===== config.mk =====
export PLATFORM = sky130hd
export DESIGN_NAME = fifo_stream_reader
export DESIGN_NICKNAME = d
export VERILOG_FILES = /design/src/rtl/fifo_stream_reader.sv
export SDC_FILE = /design/constraint.sdc
export NUM_CORES = 1
export LEC_CHECK = 0
export ABC_AREA = 1
export CORE_UTILIZATION = 51
export CTS_CLUSTER_DIAMETER = 30
export DETAILED_ROUTE_END_ITERATION = 8
export HOLD_SLACK_MARGIN = 0.1
export PLACE_DENSITY = 0.78
export SLEW_MARGIN = 20
export SYNTH_ARGS = -nofsm -noshare
export SYNTH_HDL_FRONTEND = slang
export SYNTH_SLANG_ARGS = --single-unit
export TNS_END_PERCENT = 100

===== constraint.sdc =====
create_clock -name rd_clk -period 4 [get_ports rd_clk]
set_input_delay 0.8 -clock rd_clk [delete_from_list [all_inputs] [get_ports rd_clk]]
set_output_delay 0.8 -clock rd_clk [all_outputs]
set_load 0.02 [all_outputs]

===== src/rtl/fifo_stream_reader.sv =====
// Read-side drain stage for async_fifo: turns the 1-cycle-latency FIFO read port
// into a valid/ready stream through a 2-entry buffer, with frame tagging and a word count.
module fifo_stream_reader #(
    parameter int DATA_LEN  = 16,
    parameter int FRAME_LEN = 64,
    parameter int CNT_WIDTH = 32
) (
    input  logic                 rd_clk,
    input  logic                 reset,
    input  logic                 enable,
    input  logic                 frame_clr,
    input  logic                 fifo_empty,
    input  logic [DATA_LEN-1:0]  fifo_data,
    output logic                 fifo_rd_en,
    output logic                 out_valid,
    input  logic                 out_ready,
    output logic [DATA_LEN-1:0]  out_data,
    output logic                 out_last,
    output logic [CNT_WIDTH-1:0] word_count
);

    localparam int FP_W = (FRAME_LEN > 1) ? $clog2(FRAME_LEN) : 1;
    localparam logic [FP_W-1:0] LAST_POS = FP_W'(FRAME_LEN - 1);

    logic [DATA_LEN-1:0]  buf_data_q [2];
    logic [DATA_LEN-1:0]  buf_data_d [2];
    logic [1:0]           buf_last_q, buf_last_d;
    logic                 head_q, head_d;
    logic                 tail_q, tail_d;
    logic [1:0]           occ_q, occ_d;
    logic                 inflight_q, inflight_d;
    logic [FP_W-1:0]      frame_pos_q, frame_pos_d;
    logic [CNT_WIDTH-1:0] word_count_q, word_count_d;

    logic            pop;
    logic [2:0]      level;
    logic [FP_W-1:0] pos_eff;

    // Stream handshake: a word transfers on every rd_clk edge where out_valid and
    // out_ready are both high; out_data/out_last hold while valid is high and ready low.
    assign out_valid  = (occ_q != 2'd0);
    assign out_data   = buf_data_q[head_q];
    assign out_last   = buf_last_q[head_q] & out_valid;
    assign word_count = word_count_q;
    assign pop        = out_valid & out_ready;

    // Words owned after this edge (buffered + inflight - popped) must stay below 2
    // before a new read is allowed; reset kills the request combinationally.
    assign level      = {1'b0, occ_q} + {2'b00, inflight_q};
    assign fifo_rd_en = !reset & enable & !fifo_empty & (level < (3'd2 + {2'b00, pop}));

    always_comb begin
        buf_data_d   = buf_data_q;
        buf_last_d   = buf_last_q;
        head_d       = head_q;
        tail_d       = tail_q;
        occ_d        = occ_q;
        word_count_d = word_count_q;
        inflight_d   = fifo_rd_en & !fifo_empty;
        pos_eff      = frame_clr ? '0 : frame_pos_q;
        frame_pos_d  = pos_eff;

        if (inflight_q) begin
            buf_data_d[tail_q] = fifo_data;
            buf_last_d[tail_q] = (pos_eff == LAST_POS);
            tail_d             = ~tail_q;
            frame_pos_d        = (pos_eff == LAST_POS) ? '0 : pos_eff + FP_W'(1);
        end

        if (pop) begin
            head_d       = ~head_q;
            word_count_d = word_count_q + CNT_WIDTH'(1);
        end

        occ_d = occ_q + {1'b0, inflight_q} - {1'b0, pop};
    end

    always_ff @(posedge rd_clk or posedge reset) begin
        if (reset) begin
            buf_data_q[0] <= '0;
            buf_data_q[1] <= '0;
            buf_last_q    <= '0;
            head_q        <= 1'b0;
            tail_q        <= 1'b0;
            occ_q         <= 2'd0;
            inflight_q    <= 1'b0;
            frame_pos_q   <= '0;
            word_count_q  <= '0;
        end else begin
            buf_data_q[0] <= buf_data_d[0];
            buf_data_q[1] <= buf_data_d[1];
            buf_last_q    <= buf_last_d;
            head_q        <= head_d;
            tail_q        <= tail_d;
            occ_q         <= occ_d;
            inflight_q    <= inflight_d;
            frame_pos_q   <= frame_pos_d;
            word_count_q  <= word_count_d;
        end
    end

endmodule


Figure 1. Placement density heat map (run 1).
Drawn at 4 px/um. 9 x 9 tiles, from dark blue (low) to red (high), 0 to 100% covered.
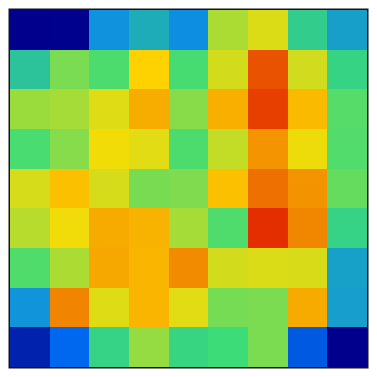
26% of the tiles are over 75% full. 3.7% of the tiles are nearly empty. The fullest tile reaches 95%. The mean over all tiles is 60%.

Figure 2. Wires at chosen ports, followed through buffers (run 1).
Drawn at 3 px/um.
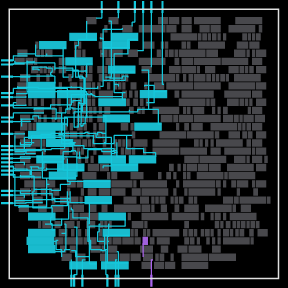
Key: `word_count` = cyan [bits 32, direction output, edge 20 left, 6 bottom, 6 top, end cells 32, buffers 32, wire 1530 um]; `fifo_rd_en` = purple [bits 1, direction output, edge bottom, end cells 1, buffers 1, wire 10.5 um]
I/O Buffers: 72
boundary pin count: 73

Figure 3. Metal 4 (run 1).
Drawn at 4 px/um. Supply wires on this layer in grey.
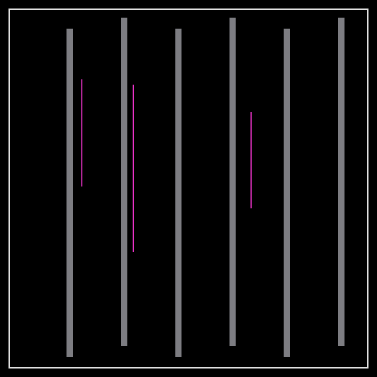
The longest straight run is 41.5 um. The layer carries 91.8 um of wire. The wires run mostly vertical.
total wire length: 8.00 mm
Via Count: 3122

==> flow_metrics.tcl, run 1 <==
# flow metrics
set metrics [dict create \
    crit_family "buffers and inverters" \
    grt_max_degree 78 \
    cp.depth 5 \
    critical_path.startpoint "out_ready" \
    drc 0 \
    fin_crit_sh 0.828 \
    status "completed" \
    cts_hold_buf 0 \
    drv_slew 0 \
    cts_resized 0 \
    tool_warnings 26 \
    endpoint "fifo_rd_en" \
    utilization 0.673 \
    yosys-stat-area_um2 3880 \
    grt_pass1_wl_mm 13.1 \
    power_frac_comb 0.367 \
    cts.sinks 77 \
    crit_path_end_kind "output port" \
    dp_hpwl_mm 5.66 \
    hold_path_depth 2 \
    rsz0062_at_grt "false" \
    slowest_stage "clkdlybuf4s50_1" \
    drt_iter0_drc 155 \
    rows 31 \
    ys_seq_share 0.497 \
    first_pass_iters 4 \
    n_fill_cell 620 \
    max_stage_delay_ns 0.61 \
    die_area_um2 7960 \
    grt_pass1_vias 2902 \
    core_um2 7290 \
    antenna_found_initial 0 \
    finalSetupViolCount 0 \
    die_w_um 89.2 \
    cts_max_path_buffers 2 \
    final_nets 546 \
    p_sw_frac 0.351 \
]
run 1: through the flow:
stage                     power, W  worst slack (ns)  cells
after CTS                  0.00289             0.669    622
after detailed placement   0.00224             0.666    606
after global routing       0.00305             0.620    622
final                      0.00286             0.687    622
after global placement     0.00220             0.688    606
after floorplan            0.00179             0.124    443
run 1: area by class of cell:
class,count,area share
clock buffers,9,0.0252
clock inverters,7,0.0201
inverters,48,0.0367
multi-input cells,309,0.351
flip-flops and latches,77,0.393
well taps,99,0.0252
repair buffers,73,0.148
run 1: layout by cell type, fill, tap and decap left out, drive strengths merged:
master,n
inv,49
bufinv,2
nand4,7
nand3b,12
xor2,10
or2,1
dfrtp,77
clkinv,3
nor2,45
o21ai,41
clkdlybuf4s50,72
nor2b,1
nand3,16
mux2,15
and3,1
nor3b,1
and2,1
clkbuf,9
xnor2,9
a21oi,3
nand2,140
buf,1
clkinvlp,1
ha,6
run 1: worst min-delay path: cells and delay by family (launching register included):
kind	cells	cell delay [ns]
compound gates	1	0.06
flops	1	0.36
simple gates	1	0.05
run 1: power groups by stage:
stage,clock network [W],registers (W),logic (W)
2_1_floorplan,0,0.00115,0.000642
3_3_place_gp,0,0.00117,0.00103
3_5_place_dp,0,0.00118,0.00106
4_1_cts,0.000660,0.00116,0.00107
5_1_grt,0.000696,0.00119,0.00116
6_report,0.000651,0.00116,0.00105
run 1: synthesized netlist by cell type:
library cell / instances / area [um^2]
xnor2_1: 9 / 78.8
or2_2: 1 / 6.26
inv_2: 1 / 3.75
a21oi_1: 3 / 15.0
xor2_2: 1 / 16.3
nand3_4: 3 / 52.6
o21ai_0: 41 / 205
nor2b_1: 1 / 6.26
dfrtp_1: 77 / 1930
and2_1: 1 / 6.26
buf_6: 1 / 11.3
nand2_2: 4 / 25.0
nor3b_1: 1 / 7.51
clkbuf_1: 4 / 15.0
inv_1: 47 / 176
nor2_4: 5 / 56.3
nor2_1: 31 / 116
nor2_2: 7 / 43.8
buf_2: 2 / 10.0
nand2_1: 135 / 507
nor2_8: 2 / 40.0
nand3_1: 13 / 65.1
buf_4: 2 / 15.0
and3_1: 1 / 6.26
nand3b_1: 12 / 90.1
xor2_1: 9 / 78.8
ha_1: 6 / 75.1
nand2_4: 1 / 11.3
mux2_2: 15 / 169
nand4_1: 7 / 43.8
run 1: registers in the layout, indices dropped and copies added (netlist names):
register / flops
occ_q: 2
tail_q: 1
frame_pos_q: 6
head_q: 1
buf_last_q: 2
buf_data_q: 32
word_count: 32
inflight_q: 1
run 1: cell families after synthesis:
group / synth area share
AND/OR/NAND/NOR: 0.279
flip-flops: 0.497
buffers and inverters: 0.0597
AND-OR/OR-AND: 0.0568
XOR/XNOR: 0.0448
multiplexers: 0.0435
adder cells (fa/ha/maj): 0.0193
run 1: routing by layer:
layer | global-route usage | vias to the layer above
met5 | 0 | -
met1 | 0.294 | 1486
li1 | - | 1553
met2 | 0.355 | 72
met4 | 0.0736 | 0
met3 | 0.0295 | 11
Figure 4. Clock distribution (run 1).
Drawn at 4 px/um.
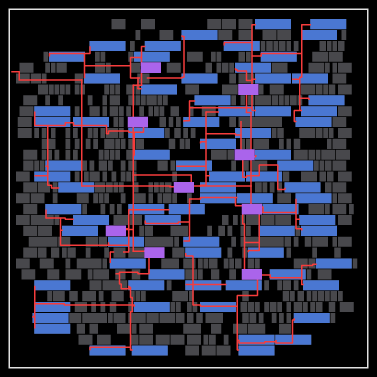

## Run 2: what changed since run 1
--- a/config.mk
+++ b/config.mk
@@ -6,11 +6,11 @@
 export NUM_CORES = 1
 export LEC_CHECK = 0
 export ABC_AREA = 1
-export CORE_UTILIZATION = 51
+export CORE_UTILIZATION = 47
 export CTS_CLUSTER_DIAMETER = 30
 export DETAILED_ROUTE_END_ITERATION = 8
 export HOLD_SLACK_MARGIN = 0.1
-export PLACE_DENSITY = 0.78
+export PLACE_DENSITY = 0.76
 export SLEW_MARGIN = 20
 export SYNTH_ARGS = -nofsm -noshare
 export SYNTH_HDL_FRONTEND = slang
==> constraint.sdc (replaced) <==
create_clock -name rd_clk -period 3 [get_ports rd_clk]
set_input_delay 0.6 -clock rd_clk [delete_from_list [all_inputs] [get_ports rd_clk]]
set_output_delay 0.6 -clock rd_clk [all_outputs]
set_load 0.02 [all_outputs]
Figure 5. Clock distribution (run 2).
Drawn at 4 px/um.
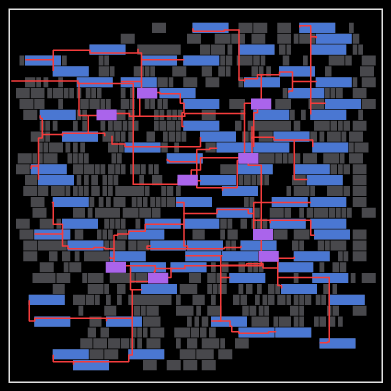
Key: flip-flops = blue [count 77]; cells driving clock nets = purple [count 9]; clock wires = red [length 955 um]
There are 10 routed clock nets. Position of the flops: spread over the die.

==> flow_metrics.tcl, run 2 <==
# flow metrics
set metrics [dict create \
    endpoint "fifo_rd_en" \
    ys_sh_xor 0.0448 \
    status "completed" \
    cts_tree "done" \
    rows 32 \
    tool_warnings 26 \
    yosysMostFrequentCell "nand2_1" \
    die_w_um 92.9 \
    n_fill_cell 669 \
    portBuffers 72 \
    dp_hpwl_mm 5.85 \
    yosys-stat-area_um2 3880 \
    diodes 0 \
    crit_path_end_kind "output port" \
    yosys_most_used_dff "dfrtp_1" \
    hold_path_depth 2 \
    yosys.area.top_type_share 0.497 \
    grt_pass1_wl_mm 13.8 \
    drc 0 \
    critical_path.startpoint "out_ready" \
    ys_async_sr_fraction 1.00 \
    fp_util 0.494 \
    grt_pass1_vias 3032 \
    layout_top_cells "nand2_1, dfrtp_1, clkdlybuf4s50_1" \
    synthTopCellsByCount "nand2_1, dfrtp_1, inv_1, o21ai_0, nor2_1" \
    drv_slew 0 \
    first_pass_iters 5 \
    adder_share 0.0193 \
    cts_hold_buf 0 \
    cts.sinks 77 \
    rsz0062_at_grt "false" \
    final_cell_count_no_fill 629 \
    simple_gate_share 0.279 \
    worstSetupPathType "in -> out" \
    edf_count 0 \
    synth.area.mux_share 0.0435 \
    cts_resized 0 \
    grt_max_degree 46 \
    core_um2 7850 \
    finalSetupViolCount 0 \
    top_cells_by_area "dfrtp_1, nand2_1, o21ai_0, inv_1, mux2_2" \
    fin_ws_ns 0.161 \
    aoi_share 0.0568 \
    grt_overflow 0 \
    ys_seq_share 0.497 \
    pin_count 73 \
    yosys.area.top_type "dfrtp_1" \
    cts_max_path_buffers 2 \
    die_area_um2 8620 \
    total_power_w 0.00392 \
    finalWirelength_mm 8.22 \
    fin_crit_sh 0.946 \
    dp.cells 613 \
    place_ws_ns 0.157 \
    drt_iter0_drc 126 \
    logic_family "simple AND/OR/NAND/NOR gates" \
    vias 3104 \
    final_common_cell "nand2_1" \
    antenna_found_initial 0 \
    final_nets 550 \
]
## run 2: power by group
| part | switching (W) | internal [W] | leakage (nW) |
|---|---|---|---|
| Clock | 0.000385 | 0.000553 | 0.116 |
| Sequential | 0.000162 | 0.00134 | 0.983 |
| Combinational | 0.000799 | 0.000686 | 1.15 |
| Total | 0.00135 | 0.00258 | 2.25 |
## run 2: final cells by class
type | instances | area (um^2) | share of cell area
clock inverter | 6 | 111 | 0.0225
timing repair buffer | 77 | 758 | 0.153
inverter | 48 | 184 | 0.0371
multi-input combinational | 309 | 1720 | 0.348
sequential | 77 | 1930 | 0.388
tap | 102 | 128 | 0.0257
clock buffer | 10 | 128 | 0.0257
## run 2: logic make-up after synthesis
logic type	count (synthesis)
AND-OR/OR-AND	44
adder cells (fa/ha/maj)	6
AND/OR/NAND/NOR	225
buffers and inverters	57
multiplexers	15
XOR/XNOR	19
flip-flops	77
## run 2: worst min-delay path by stage
stage / start / to / slack [ns]
2_1_floorplan: buf_data_q[15] / buf_data_q[15] / 0.45
3_3_place_gp: buf_last_q[0] / buf_last_q[0] / 0.47
3_5_place_dp: buf_data_q[15] / buf_data_q[15] / 0.48
4_1_cts: buf_data_q[15] / buf_data_q[15] / 0.51
5_1_grt: buf_data_q[0] / buf_data_q[0] / 0.52
6_report: buf_data_q[15] / buf_data_q[15] / 0.50
## run 2: worst max-delay path, stage by stage
cell	delay, ns
clkdlybuf4s50_1	0.54
nand2_4	0.06
or2_2	0.28
a21oi_1	0.15
clkdlybuf4s50_1	0.62
## run 2: layer usage
layer	global-route usage	wire length [um]	up-vias
met3	0.0567	435	7
met1	0.266	3880	1454
met5	0	0	-
met4	0.0526	68	0
li1	-	-	1556
met2	0.336	3840	87
## run 2: through the flow
step	area (um^2)	util
after detailed placement	4720	0.602
after global placement	4720	0.602
after CTS	4960	0.632
after global routing	4960	0.632
after floorplan	3880	-
final	4960	0.632
## Run 3: what changed since run 2
--- a/config.mk
+++ b/config.mk
@@ -6,6 +6,7 @@
 export NUM_CORES = 1
 export LEC_CHECK = 0
 export ABC_AREA = 1
+export ABC_CLOCK_PERIOD_IN_PS = 3000
 export CORE_UTILIZATION = 47
 export CTS_CLUSTER_DIAMETER = 30
 export DETAILED_ROUTE_END_ITERATION = 8
Figure 6. M3 wires (run 3).
Drawn at 4 px/um.
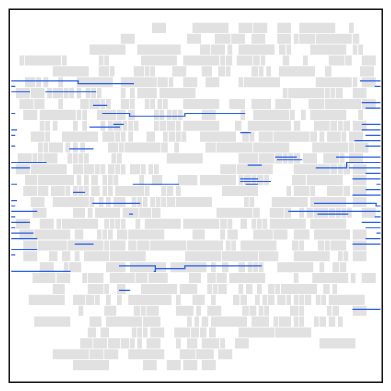
The layer carries 436 um of wire. The wires run mostly horizontal. The longest straight run is 22.8 um.
total wire length: 8.22 mm
Via Count: 3104
met3 GRT Util: 0.0567

==> flow_metrics.tcl, run 3 <==
# flow metrics
set metrics [dict create \
    drt_iter0_drc 126 \
    grt_use_met2 0.336 \
    cp_cell_sequence "clkdlybuf4s50_1, nand2_4, or2_2, a21oi_1, clkdlybuf4s50_1" \
    cts_hold_buf 0 \
    grt_overflow 0 \
    cts_max_path_buffers 2 \
    synthTopCellsByCount "nand2_1, dfrtp_1, inv_1, o21ai_0, nor2_1" \
    use_met1 0.266 \
    finalSetupViolCount 0 \
    comb_area_um2 1720 \
    rows 32 \
    ys_seq_share 0.497 \
    flop_area_um2 1930 \
    fin_area_um2 4960 \
    die_area_um2 8620 \
    seqPwrFrac 0.382 \
    pin_count 73 \
    ys_async_sr_fraction 1.00 \
    yosys.area.top_type "dfrtp_1" \
    crit_top_cell "clkdlybuf4s50_1" \
    yosys-stat-area_um2 3880 \
    grt_pass1_vias 3032 \
    grt_max_degree 46 \
    n_fill_cell 669 \
    yosys.area.top_type_share 0.497 \
    dp_hpwl_mm 5.85 \
    drv_slew 0 \
    fin_ws_ns 0.161 \
    crit_path_end_kind "output port" \
    fin_crit_sh 0.946 \
    top_cells_by_area "dfrtp_1, nand2_1, o21ai_0, inv_1, mux2_2" \
    core_um2 7850 \
    syn-instance-count 443 \
    fin_setup_tns_ns 0 \
    p_sw_frac 0.343 \
    final_nets 550 \
    cts_tree "done" \
    rsz0062_at_grt "false" \
    yosys_most_used_dff "dfrtp_1" \
    drc 0 \
    power_frac_clock 0.239 \
    antenna_found_initial 0 \
    layout_top_cells "nand2_1, dfrtp_1, clkdlybuf4s50_1" \
    grt_pass1_wl_mm 13.8 \
    total_power_w 0.00392 \
    startpoint_type "input pin" \
    intPower_w 0.00258 \
    switchingPower_w 0.00135 \
    tool_warnings 26 \
    fp_util 0.494 \
    edf_count 0 \
    die_w_um 92.9 \
    first_pass_iters 5 \
    place_area_um2 4720 \
    gp_congestion 0.828 \
    cts.sinks 77 \
    status "completed" \
    portBuffers 72 \
    slowest_stage "clkdlybuf4s50_1" \
    hold_path_depth 2 \
    worstSetupPathType "in -> out" \
]
-- run 3: cell counts after synthesis --
No cell type changed its count.
-- run 3: metrics by stage --
step                utilization  std cells  hold slack [ns]
finish                    0.632        629            0.504
detailed placement        0.602        613            0.484
CTS                       0.632        629            0.506
global placement          0.602        613            0.468
floorplan                     -        443            0.453
global route              0.632        629            0.525
-- run 3: logic make-up (layout without fill, tap and decap cells) --
| family | Yosys count | count (layout) | share of synthesized area |
|---|---|---|---|
| AND/OR/NAND/NOR | 225 | 225 | 0.279 |
| multiplexers | 15 | 15 | 0.0435 |
| XOR/XNOR | 19 | 19 | 0.0448 |
| adder cells (fa/ha/maj) | 6 | 6 | 0.0193 |
| buffers and inverters | 57 | 141 | 0.0597 |
| flip-flops | 77 | 77 | 0.497 |
| AND-OR/OR-AND | 44 | 44 | 0.0568 |
-- run 3: cell type report --
cell class | instances | share of cell area
clock buffer | 10 | 0.0257
multi-input combinational | 309 | 0.348
inverter | 48 | 0.0371
clock inverter | 6 | 0.0225
timing repair buffer | 77 | 0.153
tap | 102 | 0.0257
sequential | 77 | 0.388
-- run 3: power groups by stage --
stage / registers (W) / clock network, W / logic (W)
final: 0.00150 / 0.000938 / 0.00149
after global routing: 0.00153 / 0.00101 / 0.00164
after global placement: 0.00150 / 0 / 0.00145
after CTS: 0.00150 / 0.000960 / 0.00150
after detailed placement: 0.00152 / 0 / 0.00150
after floorplan: 0.00153 / 0 / 0.000857
-- run 3: path summary, 6_finish.rpt --
path,end,startpoint
worst min-delay path,buf_data_q[15],buf_data_q[15]
worst min register to register,buf_data_q[15],buf_data_q[15]
max in group asynchronous,head_q,reset
worst max-delay path,fifo_rd_en,out_ready
min in group asynchronous,word_count[14],reset
worst max register to register,occ_q[1],occ_q[1]
-- run 3: worst max-delay path, delay by kind of cell --
kind	cells	cell delay [ns]
simple gates	2	0.34
buf+inv	2	1.16
compound gates	1	0.15
-- run 3: routing by layer --
metal,vias up,routed length (um)
met4,0,68
met1,1454,3880
met3,7,435
li1,1556,-
met2,87,3840
met5,-,0
No activity file was given, so power comes from the tool's default toggle rates.
